==> config.mk <==
export PLATFORM = sky130hd
export DESIGN_NAME = writeback_buffer_flat
export DESIGN_NICKNAME = d
export VERILOG_FILES = /design/src/rtl/wb_pkg.sv /design/src/rtl/writeback_buffer_if.sv /design/src/rtl/wb_match.sv /design/src/rtl/writeback_buffer.sv /design/src/flat_wrapper.sv
export SDC_FILE = /design/constraint.sdc
export NUM_CORES = 2
export LEC_CHECK = 0
export CAP_MARGIN = 20
export CORE_AREA = 2 2 444 446
export DETAILED_ROUTE_END_ITERATION = 6
export DIE_AREA = 0 0 446 448
export PLACE_DENSITY = 0.7
export SYNTH_ARGS = -nofsm -noshare
export SYNTH_HDL_FRONTEND = slang
export SYNTH_SLANG_ARGS = --single-unit
export TNS_END_PERCENT = 100
==> constraint.sdc <==
create_clock -name clk -period 19.7 [get_ports clk]
set_input_delay 1.97 -clock clk [delete_from_list [all_inputs] [get_ports clk]]
set_output_delay 1.97 -clock clk [all_outputs]
set_load 0.02 [all_outputs]
Figure 1. Ports around the boundary.
Pins as bars across the die edge, other pins in gray.
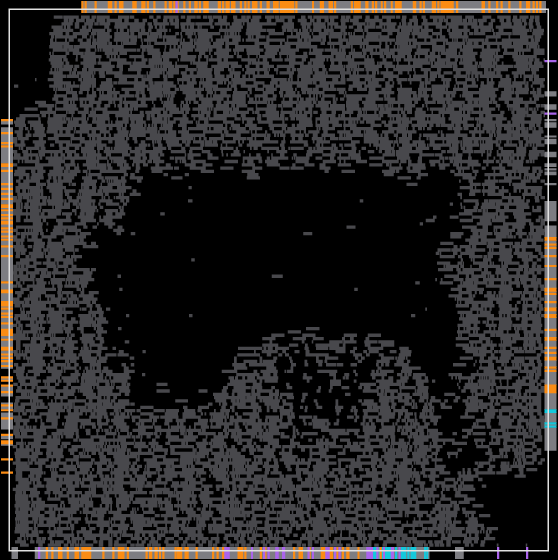
| color | port | pins | direction | edge |
|---|---|---|---|---|
| purple | bus_pmem_address | 32 | output | 29 bottom, 2 right, 1 top |
| orange | bus_mem_wdata | 256 | input | 108 top, 62 bottom, 57 left, 29 right |
| cyan | hit_counter | 24 | output | 20 bottom, 4 right |
all pins by edge: 418 top, 369 bottom, 183 left, 174 right
Die W: 446 um
I/O Buffers: 1133
Chip Height: 448 um

Figure 2. Wiring by layer.
Only two layers are drawn.
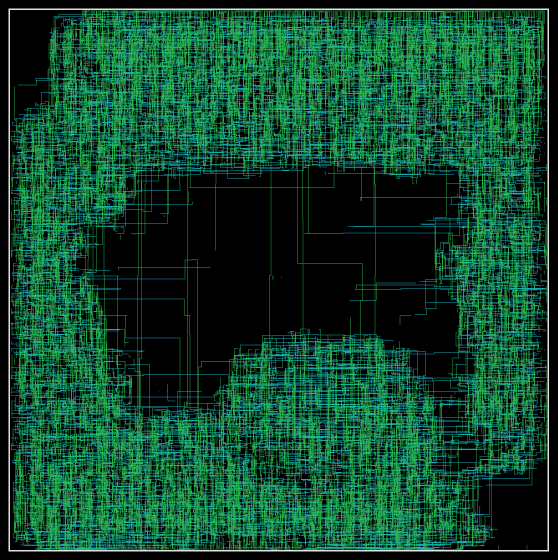
| color | layer | wire length |
|---|---|---|
| cyan | M1 | 109 mm |
| green | M2 | 140 mm |
GRT Total Usage: 0.292
vias: 62000

Figure 3. Register map, names as in the netlist.
Bar = 100 um.
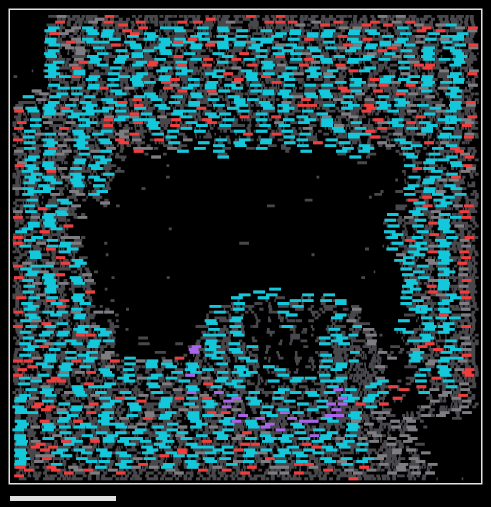
| color | name in the netlist | sequential cells | where |
|---|---|---|---|
| cyan | u_core.entries | 1136 | spread over the die |
| red | u_core.bus.mem_rdata | 256 | spread over the die |
| purple | u_core.bus.pmem_address | 27 | bottom middle |
Seq/total area: 0.495
seq pwr: 5190 uW

Figure 4. Clock routing.
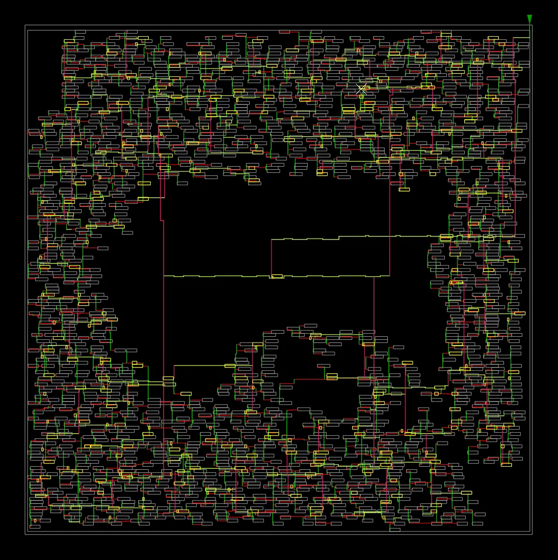
flip-flops: 1732
clk ins delay skew pair: 860 ps
skew final: 52.6 ps
CLK BUF: 276
Num CTS Buffers: 185

==> results.txt <==
fresh numbers from the pnr run: Clock-cell share=0.0632, mapped cell area=approximately 0.08 sq mm, most instantiated cells after synthesis=nor2_1 (1303), edfxtp_1 (1132), dfrtp_1 (600), a21oi_1 (516), clkbuf_1 (329), Worst path max stage delay=around 900 ps, Int Power=roughly 9200 uW, final non-filler cell total=about 10000, yosys cell count=roughly 6300, DRC=2, hold_buf cts=0, Netlist cell types=~52, hold_ws=just under 500 ps, Mapped Cells=about 6300, met2 usage=0.444, most numerous logic cells after layout=nor2_1 (1298), clkdlybuf4s50_1 (1132), edfxtp_1 (1132), status=finished with violations, total negative slack=0 ps, gr ovfl total=0, P_leak=between 0.03 and 0.04 uW, max cap viols=0, Logic cell area=around 0.028 sq mm, Comb. pwr=approximately 6200 uW, via/cell ratio=between 6 and 7, hold depth=1, delay-heaviest family, CP=buffers and inverters, RD Place Congestion=a little over 0.9, Setup CP Type=in2reg, post-placement cell count=approximately 9500, max reg flops=between 1000 and 1500, area share of buffers outside the clock network=0.125, CP max stage cell=or4_4, failing checks=DRC, Worst Tran Pin Value=1170 ps, met1 usage=0.372, Final #Nets=between 7000 and 8000, max-slew violations=0, vias in the first global route=between 50000 and 60000, Init Core Util=0.408, Final min period=roughly 8000 ps, Net Sw Power=approximately 5800 uW, Pre-Repair DR Iteration Count=7, yosys xor share=0.0174, wire length on met3=32400 um, largest net degree at the start of global routing=between 150 and 200, P&R area growth vs syn=24.7%, Synth Area in Compound Gates=0.107, met3 Use GR=0.0664, crit start category=input pin
No activity file was given, so power comes from the tool's default toggle rates.
